<file path="src/rtl/uart_mem_loader.sv">
`default_nettype none
// ============================================================================
// Module      : uart_mem_loader
// Description : Takes the byte stream from the UART receiver, packs it into
//               little-endian memory words (first byte = LSB) and writes
//               the words to consecutive memory addresses. The host uses it
//               to load processor memories over the serial link before the
//               cores are released.
// Revision    : 1.0 - initial release
// ----------------------------------------------------------------------------
// Parameters
//   DATA_WIDTH : UART byte width
//   MEM_WIDTH  : memory word width, an integer multiple of DATA_WIDTH
//   ADDR_WIDTH : memory address width
// Ports
//   clk         in   system clock, rising edge
//   rst         in   synchronous active-high reset
//   start       in   one-cycle pulse that begins a load (ignored while busy)
//   startAddr   in   first write address, latched on start
//   wordCount   in   number of words to load, latched on start
//   rxByte      in   byte from the UART receiver
//   rxByteValid in   one-cycle strobe qualifying rxByte
//   memWrEn     out  one-cycle memory write strobe
//   memAddr     out  write address (held between writes)
//   memWrData   out  write data (held between writes)
//   busy        out  high while words are being received
//   done        out  high once the load has finished, until the next start
// ============================================================================
module uart_mem_loader #(
  parameter int DATA_WIDTH = 8,
  parameter int MEM_WIDTH  = 24,
  parameter int ADDR_WIDTH = 12
) (
  input  logic                  clk,
  input  logic                  rst,
  input  logic                  start,
  input  logic [ADDR_WIDTH-1:0] startAddr,
  input  logic [ADDR_WIDTH-1:0] wordCount,
  input  logic [DATA_WIDTH-1:0] rxByte,
  input  logic                  rxByteValid,
  output logic                  memWrEn,
  output logic [ADDR_WIDTH-1:0] memAddr,
  output logic [MEM_WIDTH-1:0]  memWrData,
  output logic                  busy,
  output logic                  done
);

  localparam int BYTES_PER_WORD = MEM_WIDTH / DATA_WIDTH;
  // A one-byte word still needs a 1-bit index register.
  localparam int IDX_W = (BYTES_PER_WORD > 1) ? $clog2(BYTES_PER_WORD) : 1;

  localparam logic [IDX_W-1:0]      c_LAST_BYTE_IDX = IDX_W'(BYTES_PER_WORD - 1);
  localparam logic [ADDR_WIDTH-1:0] c_ADDR_ONE      = ADDR_WIDTH'(1);

  localparam logic [1:0] c_S_IDLE    = 2'd0;
  localparam logic [1:0] c_S_RECEIVE = 2'd1;
  localparam logic [1:0] c_S_DONE    = 2'd2;

  logic [1:0]            r_state;
  logic [1:0]            w_next_state;

  logic [ADDR_WIDTH-1:0] r_base_addr;
  logic [ADDR_WIDTH-1:0] r_word_count;
  logic [ADDR_WIDTH-1:0] r_word_idx;
  logic [IDX_W-1:0]      r_byte_idx;
  logic [MEM_WIDTH-1:0]  r_assembly;

  logic                  r_mem_wr_en;
  logic [ADDR_WIDTH-1:0] r_mem_addr;
  logic [MEM_WIDTH-1:0]  r_mem_wr_data;

  logic                  w_start_accept;
  logic                  w_byte_take;
  logic                  w_word_complete;
  logic                  w_final_word;
  logic [MEM_WIDTH-1:0]  w_assembled;
  logic                  w_busy;
  logic                  w_done;

  // start is only honoured outside RECEIVE; bytes only inside it. In IDLE a
  // simultaneous byte is therefore dropped in favour of start.
  assign w_start_accept  = start && (r_state != c_S_RECEIVE);
  assign w_byte_take     = rxByteValid && (r_state == c_S_RECEIVE);
  assign w_word_complete = w_byte_take && (r_byte_idx == c_LAST_BYTE_IDX);
  assign w_final_word    = (r_word_idx == (r_word_count - c_ADDR_ONE));

  // Assembly register with the current byte already merged in, so the word
  // written on the last byte includes that byte.
  always_comb begin
    w_assembled = r_assembly;
    w_assembled[int'(r_byte_idx) * DATA_WIDTH +: DATA_WIDTH] = rxByte;
  end

  // --------------------------------------------------------------------------
  // FSM: state register
  // --------------------------------------------------------------------------
  always_ff @(posedge clk) begin
    if (rst) begin
      r_state <= c_S_IDLE;
    end else begin
      r_state <= w_next_state;
    end
  end

  // --------------------------------------------------------------------------
  // FSM: next-state logic
  // --------------------------------------------------------------------------
  always_comb begin
    w_next_state = r_state;
    case (r_state)
      c_S_IDLE, c_S_DONE: begin
        if (start) begin
          // A zero-length load finishes immediately without any write.
          w_next_state = (wordCount == '0) ? c_S_DONE : c_S_RECEIVE;
        end
      end
      c_S_RECEIVE: begin
        // Leave on the same edge that launches the last write, so done rises
        // together with the final memWrEn pulse.
        if (w_word_complete && w_final_word) begin
          w_next_state = c_S_DONE;
        end
      end
      default: w_next_state = c_S_IDLE;
    endcase
  end

  // --------------------------------------------------------------------------
  // FSM: outputs
  // --------------------------------------------------------------------------
  always_comb begin
    w_busy = 1'b0;
    w_done = 1'b0;
    case (r_state)
      c_S_RECEIVE: w_busy = 1'b1;
      c_S_DONE:    w_done = 1'b1;
      default: begin
        w_busy = 1'b0;
        w_done = 1'b0;
      end
    endcase
  end

  // --------------------------------------------------------------------------
  // Datapath: load context, byte assembly and write port
  // --------------------------------------------------------------------------
  always_ff @(posedge clk) begin
    if (rst) begin
      r_base_addr   <= '0;
      r_word_count  <= '0;
      r_word_idx    <= '0;
      r_byte_idx    <= '0;
      r_assembly    <= '0;
      r_mem_wr_en   <= 1'b0;
      r_mem_addr    <= '0;
      r_mem_wr_data <= '0;
    end else begin
      r_mem_wr_en <= 1'b0;
      if (w_start_accept) begin
        r_base_addr  <= startAddr;
        r_word_count <= wordCount;
        r_word_idx   <= '0;
        r_byte_idx   <= '0;
        r_assembly   <= '0;
      end else if (w_byte_take) begin
        r_assembly <= w_assembled;
        if (w_word_complete) begin
          r_mem_wr_en   <= 1'b1;
          r_mem_wr_data <= w_assembled;
          // Address arithmetic wraps naturally at the address width.
          r_mem_addr    <= r_base_addr + r_word_idx;
          r_byte_idx    <= '0;
          r_word_idx    <= r_word_idx + c_ADDR_ONE;
        end else begin
          r_byte_idx <= r_byte_idx + IDX_W'(1);
        end
      end
    end
  end

  assign memWrEn   = r_mem_wr_en;
  assign memAddr   = r_mem_addr;
  assign memWrData = r_mem_wr_data;
  assign busy      = w_busy;
  assign done      = w_done;

endmodule
`default_nettype wire

</file>
<file path="config.mk">
export PLATFORM = sky130hd
export DESIGN_NAME = uart_mem_loader
export DESIGN_NICKNAME = d
export VERILOG_FILES = /design/src/rtl/uart_mem_loader.sv
export SDC_FILE = /design/constraint.sdc
export NUM_CORES = 1
export LEC_CHECK = 0
export CORE_MARGIN = 2
export CORE_UTILIZATION = 45
export CTS_BUF_LIST = sky130_fd_sc_hd__clkbuf_16
export CTS_CLUSTER_DIAMETER = 40
export DETAILED_ROUTE_END_ITERATION = 7
export GPL_ROUTABILITY_DRIVEN = 0
export GPL_TIMING_DRIVEN = 0
export PLACE_DENSITY = 0.72
export SETUP_SLACK_MARGIN = 0.2
export SYNTH_ARGS = -nofsm -noshare
export SYNTH_HDL_FRONTEND = slang
export SYNTH_SLANG_ARGS = --single-unit
</file>
<file path="constraint.sdc">
create_clock -name clk -period 1.8 [get_ports clk]
set_input_delay 0.45 -clock clk [delete_from_list [all_inputs] [get_ports clk]]
set_output_delay 0.45 -clock clk [all_outputs]
set_load 0.02 [all_outputs]
</file>
==> changes_impl.md <==
## Implementation

* Top cells by count: dfxtp_1 (93), nand2_1 (77), nor2_1 (53), a21oi_1 (45), nor3_1 (27)
* Flops after synth at 93
* Final TNS setup at -0.2721 ns
* Hpwl dp at 8741 microns
* Failing checks: setup timing
* Worst VDD drop at 0.5320 mV
* Simple-Gate Area Share at 0.2468
* Syn Area/Cell at 8.275 sq um
* Die area at 10,760 sq um
* Min Tclk post-route at 1.913 ns
* Seq share, synth at 0.4159
* Max Slew Vio Count at 0
* I/O pin cnt at 75
* Layout cells sized above 1 at 0.2305
* Max transition margin at 0.6712
* Crit end category: flip-flop
* Final Skew at 0.01062 ns
* Yosys Chip Area at 4477 sq um
* Tool warning count at 32
* Area growth, synth to finish at 43.54%
* Ys Warns at 0
* H-tree depth at 3
* Root Driver: clkbuf_16
* Pre-antenna DRT Iters at 7
* CTS Buf Count at 9
* Main logic family after synthesis: simple AND/OR/NAND/NOR gates
* Netlist cell types at 52
* Placed cell area at 5518 sq um
* Final setup violation count at 5
* Routed len/inst at 16.92 microns
* Via count at 4,460
* Largest area contributor in the netlist: dfxtp_1
* Die W at 103.7 microns
* Finished Cell Area at 6426 sq um
* Total gr overflow at 0
* Ao+oa area frac at 0.1727
* Post-Route WL at 13,330 microns
* HP Class: flip-flop to flip-flop
* Floorplan Nets at 595
* Initial DRC count at 225
* Fa+ha+maj area frac at 0.05198
* Least-Margin Pin Slew at 0.4932 ns
* Top Metal Used: met4
* First-pass GRT wire length at 20,680 microns
* Hold Buf Count CTS at 0
* Met3 WL post-DR at 710 microns
* Pin count of the biggest net entering global routing at 17
* Clk sink count at 93
* Top_reg_cell synth: dfxtp_1
* Antenna violations before repair at 0
* Final Hold Violation Tally at 0
* TritonCTS clock tree: built
* Antenna Nets Post-Route at 0
* Vias in the first global route at 4,279
* Final worst slack at -0.1129 ns
* Area share, top type at 0.4159
* FFs w/ async S/R, synth at 0
* Critical Path AT at 2.15 ns
* Vias/cell at 5.660
* Total GRT Usage at 0.2342
* WL met2 at 6521 microns
* Number of enable flip-flop cells at 0
* Floorplan utilization at 0.4601
* XORs/XNORs by Area at 0.06065
* N_diodes at 0
* Port-buffer cells at 73
* Clock buffer depth at 2
* Detailed-route DRC error count at 0
* Fmax at 522.8 MHz
* Outcome: finished, violations left
* Nets at 704
* RSZ-0062 raised after global routing: yes
* Cell area power density at 701.4 nW/um^2
* DRT met1 WL at 5612 microns
* Synth Cell Area at 4477 sq um
* Die Span Y at 103.7 microns
* Reg clk slew, reported paths at 0.07 ns
* Leading cell type by number of instances after synthesis: dfxtp_1
* # rows at 36
* Latency at later pin at 0.34 ns
* Synth area leaders: dfxtp_1 (42%), nand2_1 (6.5%), a21oi_1 (5.0%)
* Gate Count Post-Synth at 541
* Yosys cell count at 541
* Static leakage at 2.560 nW
* Critical path class: flip-flop to flip-flop
* CP Data Required Time at 2.03 ns
* Mux frac, synth at 0.008944
* Max Cap Violations at 0
* Crit share post-route at 1.063
* CP max FO at 7
* Startpoint Class: flip-flop
* Core footprint at 9729 sq um
[layout make-up]
| class | instances | area [sq um] |
|---|---|---|
| plain buffers | 33 | 245.2 |
| repair buffers | 98 | 874.6 |
| fillers | 840 | 3303 |
| flip-flops and latches | 93 | 1904 |
| clock inverters | 7 | 50.05 |
| well taps | 133 | 166.4 |
| inverters | 14 | 70.07 |
| clock buffers | 9 | 225.2 |
| multi-input cells | 401 | 2890 |
[cell families (layout without fill, tap and decap cells)]
kind of cell,after synthesis,count (layout)
buf+inv,47,161
compound gates,118,118
flops,93,93
xor+xnor,31,31
fa+ha+maj,18,18
simple gates,230,230
mux,4,4
[power by group]
part           switching, W  total [W]  internal [W]
clock              0.000841    0.00178      0.000939
combinational      0.000319   0.000594      0.000275
sequential        0.0000464    0.00213       0.00209
total               0.00121    0.00451       0.00330
[registers in the layout, summed over array words and instances (netlist names)]
| name | cells |
|---|---|
| r_base_addr | 12 |
| memWrEn | 1 |
| r_assembly | 16 |
| r_byte_idx | 2 |
| r_state | 2 |
| r_word_idx | 12 |
| memWrData | 24 |
| r_word_count | 12 |
| memAddr | 12 |
[final timing paths]
path,slack [ns],depth (start not counted),from,to
min,0.44,2,memAddr[9]$_SDFFE_PP0P_,memAddr[9]$_SDFFE_PP0P_
min reg2reg,0.44,2,memAddr[9]$_SDFFE_PP0P_,memAddr[9]$_SDFFE_PP0P_
max,-0.11,5,r_word_count[3]$_SDFFE_PP0P_,r_state[1]$_SDFFE_PP0P_
max reg2reg,-0.11,5,r_word_count[3]$_SDFFE_PP0P_,r_state[1]$_SDFFE_PP0P_
[worst max-delay path: stages, from the launching register on]
cell and delay, ns:
dfxtp_1 0.39, or4_4 0.58, or3_1 0.38, a21oi_2 0.17, o31ai_4 0.10, a41o_1 0.19
[placed cells by master, fill, tap and decap left out, types with 6 or more instances in the layout]
master / n
a21oi_1: 41
a221oi_1: 6
a221oi_2: 10
a22oi_1: 17
buf_4: 23
buf_6: 9
clkbuf_16: 9
clkbuf_2: 8
clkbuf_4: 6
clkdlybuf4s50_1: 33
dfxtp_1: 77
dfxtp_2: 7
dfxtp_4: 9
dlygate4sd2_1: 38
ha_4: 14
inv_1: 8
nand2_1: 77
nand3_1: 18
nand3b_1: 6
nand4_1: 7
nor2_1: 51
nor3_1: 25
xnor2_1: 15
xor2_1: 16
[through the flow]
stage | worst slack, ns | util | hold slack, ns | std cells | total power [W]
6_report | -0.1129 | 0.6605 | 0.4439 | 788 | 0.004508
5_1_grt | -0.1911 | 0.6605 | 0.4681 | 788 | 0.004653
2_1_floorplan | -0.03650 | - | 0.4406 | 541 | 0.002485
4_1_cts | -0.1260 | 0.6323 | 0.4500 | 782 | 0.004471
3_5_place_dp | -0.5231 | 0.5671 | 0.4451 | 747 | 0.002674
3_3_place_gp | -0.4721 | 0.5671 | 0.4395 | 747 | 0.002663
[repair_timing]
item / 4_1_cts / 5_1_grt
pin swaps: 25 / 22
resized: 115 / 57
setup buffers: 19 / 5
endpoints found under the setup margin: 127 / 91
cloned: 0 / 1
[metal layers]
layer / track usage / vias to the layer above
met5: 0 / -
met4: 0.1139 / 0
met3: 0.03461 / 43
met2: 0.4101 / 154
met1: 0.2811 / 2122
li1: - / 2141
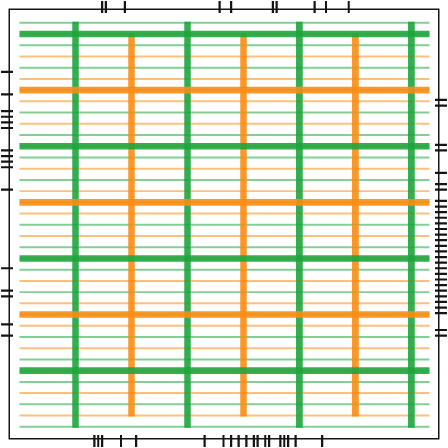
Figure 1: floorplan with the power grid.
Pins as bars on the die edge.
| colour | net |
|---|---|
| green | VSS |
| orange | VDD |
rows: 36
met5 straps: 7

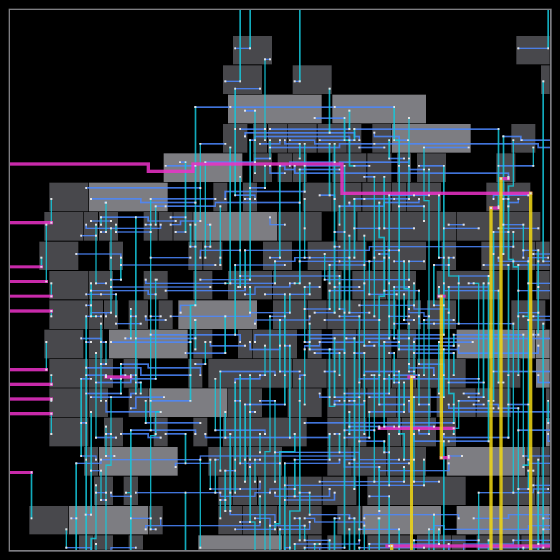
Figure 2: zoomed window.
Region (1, 53) to (51, 103) microns. Cells in grey, sequential cells in the stronger grey; small squares are vias.
| colour | layer |
|---|---|
| blue | met1 |
| magenta | met3 |
| cyan | met2 |
| yellow | met4 |
netlist names of flops here include: `r_word_count` (11), `r_word_idx` (3), `r_state` (2)
sequential cells in the window: 16
most frequent: nand2_1 (33), a21oi_1 (15), clkdlybuf4s50_1 (14)
cells with their middle in the window: 169

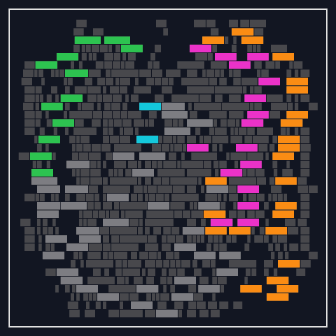
Figure 3: where the registers sit.
| colour | name in the netlist | placed flops |
|---|---|---|
| cyan | `r_state` | 2 |
| green | `r_word_count` | 12 |
| magenta | `r_assembly` | 16 |
| orange | `memWrData` | 24 |
not coloured: 39
Seq. pwr: 0.00213 W
fin util: 0.6605

Power is estimated from default activity; no workload was simulated.
